==> src/rtl/clkwiz_seq.sv <==
// Power-up / recovery sequencer for the clock wizard: pulses wiz_reset, waits for lock
// with timeout and bounded retries, then releases the downstream reset after a settle window.
// Latency: locked is seen 2 cycles late (synchronizer); outputs are registered state decodes.
// Backpressure: none; the block free-runs while enable=1, and enable=0 forces IDLE.
//
// Ports:
//   clk        - wizard input clock
//   reset_n    - synchronous active-low reset (priority over everything)
//   enable     - run/hold the sequence; low returns to IDLE and clears fail/retry_cnt
//   locked     - wizard lock, asynchronous to clk
//   wiz_reset  - active-high reset to the wizard (IDLE, RESET, FAIL)
//   rstn_out   - active-low reset for the derived-clock hierarchy (high only in RUN)
//   ready      - clock usable (RUN)
//   fail       - retries exhausted (FAIL), held until enable drops
//   lock_lost  - one-cycle pulse when lock drops during RUN
//   retry_cnt  - failed attempts in the current sequence
module clkwiz_seq #(
    parameter int RST_CYCLES    = 16,
    parameter int LOCK_TIMEOUT  = 1024,
    parameter int SETTLE_CYCLES = 64,
    parameter int MAX_RETRY     = 3,
    parameter int CNT_W         = 16
) (
    input  logic       clk,
    input  logic       reset_n,
    input  logic       enable,
    input  logic       locked,
    output logic       wiz_reset,
    output logic       rstn_out,
    output logic       ready,
    output logic       fail,
    output logic       lock_lost,
    output logic [3:0] retry_cnt
);

    typedef enum logic [2:0] {
        S_IDLE,
        S_RESET,
        S_WAIT_LOCK,
        S_SETTLE,
        S_RUN,
        S_FAIL
    } state_t;

    // Terminal counts: the counter starts at 0 on state entry, so the N-th cycle
    // in a state is the one where cnt == N-1.
    localparam logic [CNT_W-1:0] RST_LAST    = CNT_W'(RST_CYCLES - 1);
    localparam logic [CNT_W-1:0] TO_LAST     = CNT_W'(LOCK_TIMEOUT - 1);
    localparam logic [CNT_W-1:0] SETTLE_LAST = CNT_W'(SETTLE_CYCLES - 1);
    localparam logic [3:0]       RETRY_MAX   = 4'(MAX_RETRY);

    state_t           state;
    state_t           state_nxt;
    logic [CNT_W-1:0] cnt;
    logic [CNT_W-1:0] cnt_nxt;
    logic [CNT_W-1:0] cnt_inc;
    logic [3:0]       retry_nxt;
    logic             lock_lost_nxt;
    logic             locked_m;
    logic             locked_s;

    // Saturating increment: a stuck counter is harmless, a wrapped one could
    // re-arm a terminal count.
    assign cnt_inc = (cnt == '1) ? cnt : cnt + CNT_W'(1);

    always_ff @(posedge clk) begin
        if (!reset_n) begin
            state     <= S_IDLE;
            cnt       <= '0;
            retry_cnt <= '0;
            lock_lost <= 1'b0;
            locked_m  <= 1'b0;
            locked_s  <= 1'b0;
        end else begin
            state     <= state_nxt;
            cnt       <= cnt_nxt;
            retry_cnt <= retry_nxt;
            lock_lost <= lock_lost_nxt;
            locked_m  <= locked;
            locked_s  <= locked_m;
        end
    end

    always_comb begin
        state_nxt     = state;
        cnt_nxt       = cnt_inc;
        retry_nxt     = retry_cnt;
        lock_lost_nxt = 1'b0;

        // enable wins over any same-cycle timeout or lock drop
        if (!enable) begin
            state_nxt = S_IDLE;
            cnt_nxt   = '0;
            retry_nxt = '0;
        end else begin
            case (state)
                S_IDLE: begin
                    state_nxt = S_RESET;
                    cnt_nxt   = '0;
                end
                S_RESET: begin
                    if (cnt == RST_LAST) begin
                        state_nxt = S_WAIT_LOCK;
                        cnt_nxt   = '0;
                    end
                end
                S_WAIT_LOCK: begin
                    if (locked_s) begin
                        state_nxt = S_SETTLE;
                        cnt_nxt   = '0;
                    end else if (cnt == TO_LAST) begin
                        retry_nxt = retry_cnt + 4'd1;
                        cnt_nxt   = '0;
                        state_nxt = (retry_nxt == RETRY_MAX) ? S_FAIL : S_RESET;
                    end
                end
                S_SETTLE: begin
                    // any unlocked cycle restarts both the settle window and the
                    // lock timeout, without charging a retry
                    if (!locked_s) begin
                        state_nxt = S_WAIT_LOCK;
                        cnt_nxt   = '0;
                    end else if (cnt == SETTLE_LAST) begin
                        state_nxt = S_RUN;
                        cnt_nxt   = '0;
                        retry_nxt = '0;
                    end
                end
                S_RUN: begin
                    cnt_nxt = '0;
                    if (!locked_s) begin
                        state_nxt     = S_RESET;
                        lock_lost_nxt = 1'b1;
                    end
                end
                S_FAIL: begin
                    cnt_nxt = '0;
                end
                default: begin
                    state_nxt = S_IDLE;
                    cnt_nxt   = '0;
                    retry_nxt = '0;
                end
            endcase
        end
    end

    assign wiz_reset = (state == S_IDLE) || (state == S_RESET) || (state == S_FAIL);
    assign rstn_out  = (state == S_RUN);
    assign ready     = (state == S_RUN);
    assign fail      = (state == S_FAIL);

endmodule

==> config.mk <==
export PLATFORM = sky130hd
export DESIGN_NAME = clkwiz_seq
export DESIGN_NICKNAME = d
export VERILOG_FILES = /design/src/rtl/clkwiz_seq.sv
export SDC_FILE = /design/constraint.sdc
export NUM_CORES = 1
export LEC_CHECK = 0
export ABC_AREA = 1
export CAP_MARGIN = 20
export CORE_ASPECT_RATIO = 1.5
export CORE_MARGIN = 4
export CORE_UTILIZATION = 40
export CTS_CLUSTER_SIZE = 12
export DETAILED_ROUTE_END_ITERATION = 8
export GPL_TIMING_DRIVEN = 0
export MAX_ROUTING_LAYER = met4
export PLACE_DENSITY_LB_ADDON = 0.2
export SLEW_MARGIN = 5
export SYNTH_ARGS = -nofsm -noshare
export SYNTH_HDL_FRONTEND = slang
export SYNTH_SLANG_ARGS = --single-unit
==> constraint.sdc <==
create_clock -name clk -period 3.7 [get_ports clk]
set_input_delay 0.74 -clock clk [delete_from_list [all_inputs] [get_ports clk]]
set_output_delay 0.74 -clock clk [all_outputs]
set_load 0.01 [all_outputs]
### Clock network drawn from the DEF

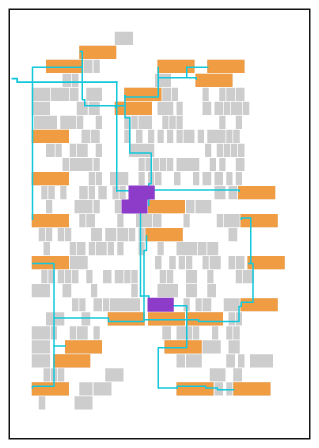
flip-flops -> orange  # count 26
cells driving clock nets -> purple  # count 3
clock wires -> cyan  # length 360 µm
routed clock nets = 4
worst-skew pair later-pin latency: 270 ps
Clock Skew: 5.126 ps
clk pwr: 185 µW
Clk network pwr share: 0.344

### Signal wires on met1

Supply wires on this layer in gray. Cells faint in the background.
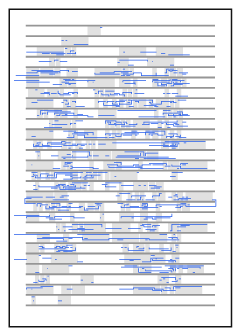
wire length on this layer = 1310 µm
share of all routed wire = 42%
longest straight run = 17.5 µm
main direction = horizontal
grt met1 use: 0.1508
via count: 1359
Routed WL: 3117 µm

### Clock wiring as the flow saved it

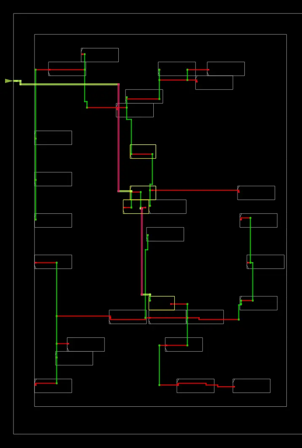
TritonCTS Buffers: 3
clock sink count: 26
registers: 26

### Cells colored by class

Bar = 20 µm.
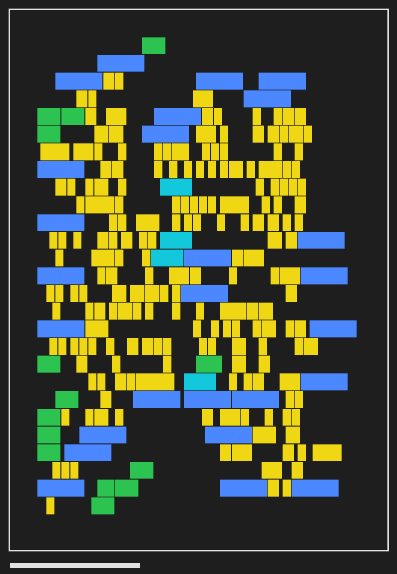
other buffers and delay cells -> green  # cells 14
all other logic -> yellow  # cells 194
flip-flops -> blue  # cells 26
clock drivers and dummy loads -> cyan  # cells 4
Seq area share: 0.3010
Core ar.: 3649 µm²

==> results.sh <==
# physical design summary
export IMPL_status="completed"
export IMPL_synthXorXnorAreaFrac=0.06422
export IMPL_ys_warnings_count=0
export IMPL_ys_dominant_reg_cell="dfxtp_1"
export IMPL_grt_pass1_wl_um=5444
export IMPL_postCtsSetupBuffers=0
export IMPL_die_y_um=83.01
export IMPL_yosysChipArea_um2=1500
export IMPL_cap_violations=0
export IMPL_overflow=0
export IMPL_finalClockPeriodUsage=0.6630
export IMPL_ys_sh_adder=0.02502
export IMPL_core_rowCount=27
export IMPL_gr_usage_all_layers=0.1438
export IMPL_power_uw=536.3
export IMPL_fin_setup_tns_ps=0
export IMPL_ys_seq_elements=26
export IMPL_power_switching_share=0.2464
export IMPL_min_path_type="register to register"
export IMPL_grt_pass1_vias=1309
export IMPL_comb_area_um2=844.6
export IMPL_busiest_layer="met2"
export IMPL_area_leaders="dfxtp_1 (35%), nand2_1 (11%), nor2_1 (11%), inv_1 (7.3%), a21oi_1 (5.0%)"
export IMPL_cts_htree_levels=1
export IMPL_synth_top_cells_by_count="nand2_1 (44), nor2_1 (43), inv_1 (29)"
export IMPL_holdWs_ps=423.9
export IMPL_die_x_um=58.01
export IMPL_dp_worst_setup_slack_ps=1305
export IMPL_max_freq_ghz=0.4076
export IMPL_synthDominantCellAreaShare=0.3470
export IMPL_yosys_area_top_type="dfxtp_1"
export IMPL_startpoint_type="register"
export IMPL_drive_gt1_frac=0.09244
export IMPL_ys_sh_simple=0.3878
export IMPL_port_buffers=12
export IMPL_synthMuxAreaShare=0
export IMPL_layout_cells_non_filler=281
export IMPL_drv_slew=0
export IMPL_fill_cells=367
export IMPL_cts_hold_buf=0
export IMPL_final_setup_worst_slack_ps=1247
export IMPL_grt_util_met3=0.01400
export IMPL_wire_per_inst_um=11.09
export IMPL_power_density_nw_per_um2=310.2
export IMPL_async_reset_ff_frac=0
export IMPL_enable_flop_cells=0
export IMPL_floorplan_core_util=0.4112
export IMPL_setup_violations=0
export IMPL_worstMarginPinSlew_ps=468.6
export IMPL_dp_hpwl_um=2448
export IMPL_topCombFamilyByArea="simple AND/OR/NAND/NOR gates"
export IMPL_max_slew_margin_rel=0.6852
export IMPL_finish_utilization=0.4739
export IMPL_syn_cell_area_um2=1500
export IMPL_antenna_found_initial=0
export IMPL_switching_power_uw=132.2
export IMPL_pwr_share_comb=0.117
export IMPL_finalHoldViolations=0
export IMPL_endpoint_kind="output port"
export IMPL_diodes=0
export IMPL_required_ps=2960
export IMPL_cts_resized=0
export IMPL_die_area_um2=4815
export IMPL_clockRootBuffer="clkbuf_8"
export IMPL_dpl_cell_area_um2=1674
export IMPL_syn_avg_cell_area_um2=6.758
export IMPL_clockBufferDepth=2
export IMPL_cts_tree="built"
export IMPL_fin_nets=246
export IMPL_cts_clk_slew_worst_paths_ps=90
export IMPL_p_leak_uw=0.0007117
export IMPL_synth_compound_gate_area_share=0.08590
export IMPL_place_congestion=0.8901
export IMPL_path_max_fanout=5
export IMPL_critical_path_class="register to output port"
export IMPL_top_cell="nand2_1"
export IMPL_tool_warnings=27
export IMPL_drc=0
export IMPL_syn_nets=229
export IMPL_placed_cells=277
export IMPL_ys_cells=222
export IMPL_worst_ir_drop_vdd_mv=0.2609
export IMPL_cp_arrival_ps=1710
export IMPL_grt_max_degree=15
export IMPL_area_growth_pct=15.26
export IMPL_met2_usage=0.2675
export IMPL_fin_area_um2=1729
export IMPL_seqPwrFrac=0.539
export IMPL_ys_seq_frac=0.3470
export IMPL_rsz0062_at_grt="no"
export IMPL_io_pins=13
export IMPL_viasPerCell=4.836
export IMPL_seq_area_um2=520.5
export IMPL_period_needed_ps=2453
export IMPL_syn_inst=222
export IMPL_ant_nets=0
export IMPL_p_int_uw=404.2
export IMPL_synth_distinct_cells=25
export IMPL_drtIter0Drc=35
export IMPL_dr_pass1_iters=4
worst paths after layout:
check                              start       end  slack, ps  cells after the start
worst min register to register  locked_m  locked_s        420                      2
worst max register to register    cnt[0]    cnt[7]       1870                      9
worst min-delay path            locked_m  locked_s        420                      2
worst max-delay path            state[1]  rstn_out       1250                      5
power by group through the flow:
stage / Clock, µW / Sequential, µW / Combinational, µW
global route: 200 / 290 / 71.3
floorplan: 0 / 295 / 44.0
detailed placement: 0 / 296 / 62.5
CTS: 194 / 289 / 62.8
global placement: 0 / 295 / 62.7
finish: 185 / 289 / 62.5
placed cells by master, fill, tap and decap left out, drive strengths merged, types with 2 or more instances in the layout:
| cell type | n |
|---|---|
| clkdlybuf4s50 | 12 |
| inv | 31 |
| a21oi | 15 |
| xnor2 | 5 |
| nand4 | 10 |
| clkbuf | 4 |
| nor4 | 2 |
| dfxtp | 26 |
| o21ai | 7 |
| xor2 | 6 |
| nor3 | 9 |
| nand3 | 11 |
| buf | 2 |
| ha | 3 |
| nand2 | 48 |
| nor2 | 45 |
state kept, by name, indices dropped and copies added, names as in the netlist:
register / cells
locked_s: 1
state: 3
cnt: 16
lock_lost: 1
locked_m: 1
retry_cnt: 4
cell type report:
class	instances	area share
multi-input cells	163	0.4884
inverters	31	0.06729
well taps	43	0.03111
clock buffers	4	0.03184
plain buffers	2	0.01085
flip-flops and latches	26	0.3010
repair buffers	12	0.06946
metal layers:
layer  routed length (µm)  part of all wire  vias to the layer above
li1                     -                 -                      740
met5                    0                 0                        -
met4                   56             0.018                        0
met1                 1307              0.42                      596
met3                   47             0.015                        6
met2                 1706              0.55                       17
critical path, cell delays in order, from the launching register on:
cell and delay (ps):
dfxtp_1 360, nor2_1 180, inv_1 80, nor2_1 170, buf_4 140, clkdlybuf4s50_1 520
No activity file was given, so power comes from the tool's default toggle rates.
